==> src/rtl/pc_sequencer.sv <==
// pc_sequencer: program-counter sequencer with relative/register branches,
// branch-and-link and a circular return-address stack (RAS).
//
// Ports:
//   clk          in   clock, all state updates on rising edge
//   rst_n        in   synchronous active-low reset
//   stall        in   freeze all state (link_we forced low)
//   op[2:0]      in   SEQ=0 BR=1 BL=2 RET=3 BX=4, 5..7 behave as SEQ
//   cond_pass    in   condition result; low turns any op into SEQ
//   br_offset    in   signed word offset for BR/BL
//   reg_target   in   register target for BX and RET-on-empty fallback
//   pc           out  current program counter (registered)
//   link_addr    out  return address for r14 (registered)
//   link_we      out  one-cycle strobe qualifying link_addr
//   ras_empty    out  RAS count is zero
//   ras_full     out  RAS count equals RAS_DEPTH
//   ras_overflow out  sticky: a push displaced the oldest entry
module pc_sequencer #(
    parameter int unsigned      PC_W      = 32,
    parameter int unsigned      OFF_W     = 24,
    parameter int unsigned      RAS_DEPTH = 4,
    parameter logic [PC_W-1:0]  RESET_VEC = '0,
    parameter int unsigned      PC_AHEAD  = 8
) (
    input  logic             clk,
    input  logic             rst_n,
    input  logic             stall,
    input  logic [2:0]       op,
    input  logic             cond_pass,
    input  logic [OFF_W-1:0] br_offset,
    input  logic [PC_W-1:0]  reg_target,
    output logic [PC_W-1:0]  pc,
    output logic [PC_W-1:0]  link_addr,
    output logic             link_we,
    output logic             ras_empty,
    output logic             ras_full,
    output logic             ras_overflow
);

    localparam int unsigned PTR_W = $clog2(RAS_DEPTH);
    localparam int unsigned CNT_W = PTR_W + 1;

    typedef enum logic [2:0] {
        OP_SEQ = 3'd0,
        OP_BR  = 3'd1,
        OP_BL  = 3'd2,
        OP_RET = 3'd3,
        OP_BX  = 3'd4
    } op_e;

    // RAS is a circular buffer; wr_ptr is the next slot to write, so the
    // top entry lives at wr_ptr-1. When full, the slot at wr_ptr holds the
    // oldest entry, so a plain push overwrites it.
    logic [PC_W-1:0]  ras [RAS_DEPTH];
    logic [PTR_W-1:0] wr_ptr;
    logic [PTR_W-1:0] top_ptr;
    logic [CNT_W-1:0] count;

    logic [PC_W-1:0]  pc_inc;
    logic [PC_W-1:0]  off_ext;
    logic [PC_W-1:0]  rel_target;
    logic [PC_W-1:0]  reg_aligned;
    logic [PC_W-1:0]  next_pc;
    logic             push;
    logic             pop;

    assign ras_empty = (count == '0);
    assign ras_full  = (count == CNT_W'(RAS_DEPTH));
    assign top_ptr   = wr_ptr - PTR_W'(1);

    always_comb begin
        pc_inc      = pc + PC_W'(4);
        off_ext     = {{(PC_W-OFF_W){br_offset[OFF_W-1]}}, br_offset};
        rel_target  = pc + (off_ext << 2) + PC_W'(PC_AHEAD);
        reg_aligned = {reg_target[PC_W-1:2], 2'b00};

        next_pc = pc_inc;
        push    = 1'b0;
        pop     = 1'b0;
        if (cond_pass) begin
            case (op)
                OP_BR: next_pc = rel_target;
                OP_BL: begin
                    next_pc = rel_target;
                    push    = 1'b1;
                end
                OP_RET: begin
                    if (ras_empty) begin
                        next_pc = reg_aligned;
                    end else begin
                        next_pc = ras[top_ptr];
                        pop     = 1'b1;
                    end
                end
                OP_BX:   next_pc = reg_aligned;
                default: next_pc = pc_inc;
            endcase
        end
    end

    always_ff @(posedge clk) begin
        if (!rst_n) begin
            pc           <= RESET_VEC;
            link_addr    <= '0;
            link_we      <= 1'b0;
            count        <= '0;
            wr_ptr       <= '0;
            ras_overflow <= 1'b0;
        end else if (stall) begin
            link_we <= 1'b0;
        end else begin
            pc      <= next_pc;
            link_we <= push;
            if (push) begin
                link_addr <= pc_inc;
                wr_ptr    <= wr_ptr + PTR_W'(1);
                if (ras_full) begin
                    ras_overflow <= 1'b1;
                end else begin
                    count <= count + CNT_W'(1);
                end
            end else if (pop) begin
                wr_ptr <= top_ptr;
                count  <= count - CNT_W'(1);
            end
        end
    end

    // Stack storage carries no reset; contents are meaningless while count is 0.
    always_ff @(posedge clk) begin
        if (rst_n && !stall && push) begin
            ras[wr_ptr] <= pc_inc;
        end
    end

endmodule

==> config.mk <==
export PLATFORM = sky130hd
export DESIGN_NAME = pc_sequencer
export DESIGN_NICKNAME = d
export VERILOG_FILES = /design/src/rtl/pc_sequencer.sv
export SDC_FILE = /design/constraint.sdc
export NUM_CORES = 1
export LEC_CHECK = 0
export CAP_MARGIN = 20
export CORE_ASPECT_RATIO = 0.6
export CORE_UTILIZATION = 51
export CTS_CLUSTER_SIZE = 40
export DETAILED_ROUTE_END_ITERATION = 16
export MAX_ROUTING_LAYER = met4
export PLACE_DENSITY = 0.77
export SLEW_MARGIN = 20
export SYNTH_ARGS = -nofsm -noshare
export SYNTH_HDL_FRONTEND = slang
export SYNTH_SLANG_ARGS = --single-unit
==> constraint.sdc <==
create_clock -name clk -period 3.4 [get_ports clk]
set_input_delay 0.34 -clock clk [delete_from_list [all_inputs] [get_ports clk]]
set_output_delay 0.34 -clock clk [all_outputs]
set_load 0.005 [all_outputs]
==> out/metrics.csv <==
stage;metric;value;unit
placed_design;Port Buffers;128;
finish;Multi-In Gates;647;
placed_design;placed cells;1342;
final_timing;minimum clock period after layout;3.16;ns
setup_path;reg-to-reg endpoint;pc[29];
final_timing;final-report setup violation count;0;
placed_design;HPWL Detailed;21.3;mm
pwr;total power;5.65;mW
pwr;power per standard cell area;427;nW/um^2
run_status;outcome;finished, final reports clean;
finish;nets;1215;
drt;antenna viol nets, final;0;
synthesis;Post-synth EDFFs;128;
placed_design;DP Worst Slack;-0.209;ns
finish;Ant. Diodes;0;
finish;non-filler cells, final;1374;
finish;biggest regs;ras: 128 flops, link_addr: 32 flops, pc: 32 flops;
synthesis;Adder Area Share;7.69;%
global_route;GRT Max-Usage Layer;met2;
flow_run;max-cap viol count;0;
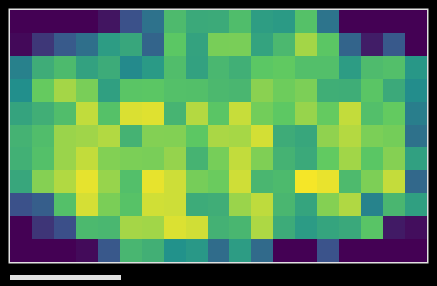
(images/cell_density.png)
Scale bar: 50 um. 19 x 11 tiles, from dark purple (low) to yellow (high), 0 to 100% covered.
tiles over 75% full: 34%
fullest tile: 99%
nearly empty tiles: 9.1%
Core Footprint: 20200 um^2
floorplan core density: 52.5%
Final Util: 65.5%

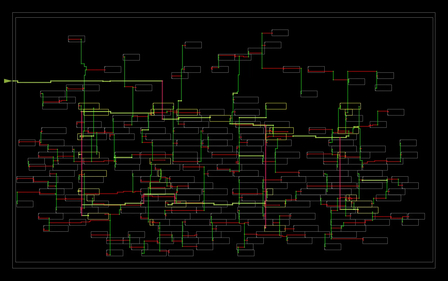
(images/clocks.png)
Seq cells: 199
Num CTS Buffers: 17
Setup Skew: 0.0115 ns
clk_buf instances: 22

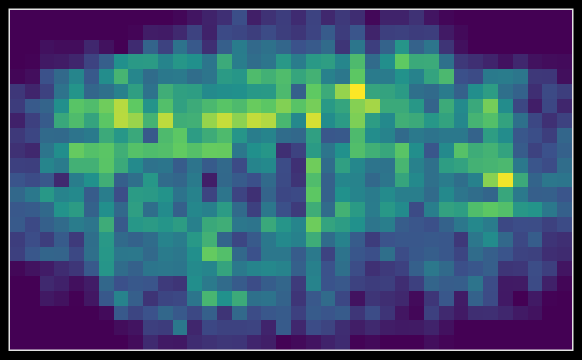
(images/metal_density.png)
38 x 23 tiles, from dark purple (low) to yellow (high), scaled to the fullest tile. Values are wire area over tile area, all layers added.
nearly empty tiles: 12%
tiles over half the peak: 22%
fullest tile: 0.74
emptiest ninth of the die: bottom right
final WL: 30.4 mm
routed vias: 8618

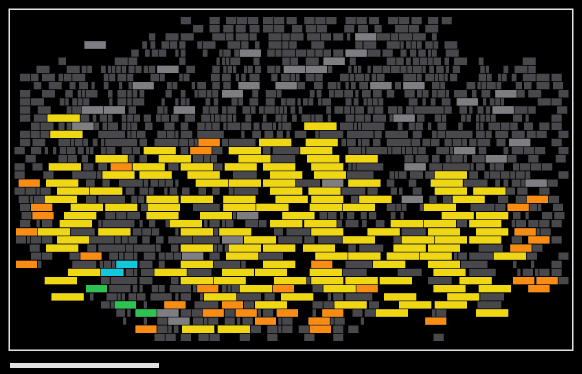
(images/flops_by_reg.png)
Scale bar: 50 um.
[link_addr] orange | flops: 32
[wr_ptr] cyan | flops: 2
[ras] yellow | flops: 128
[count] green | flops: 3
not colored: 34
Seq group: 2.64 mW
sequential cell area: 5270 um^2

No activity file was given, so power comes from the tool's default toggle rates.
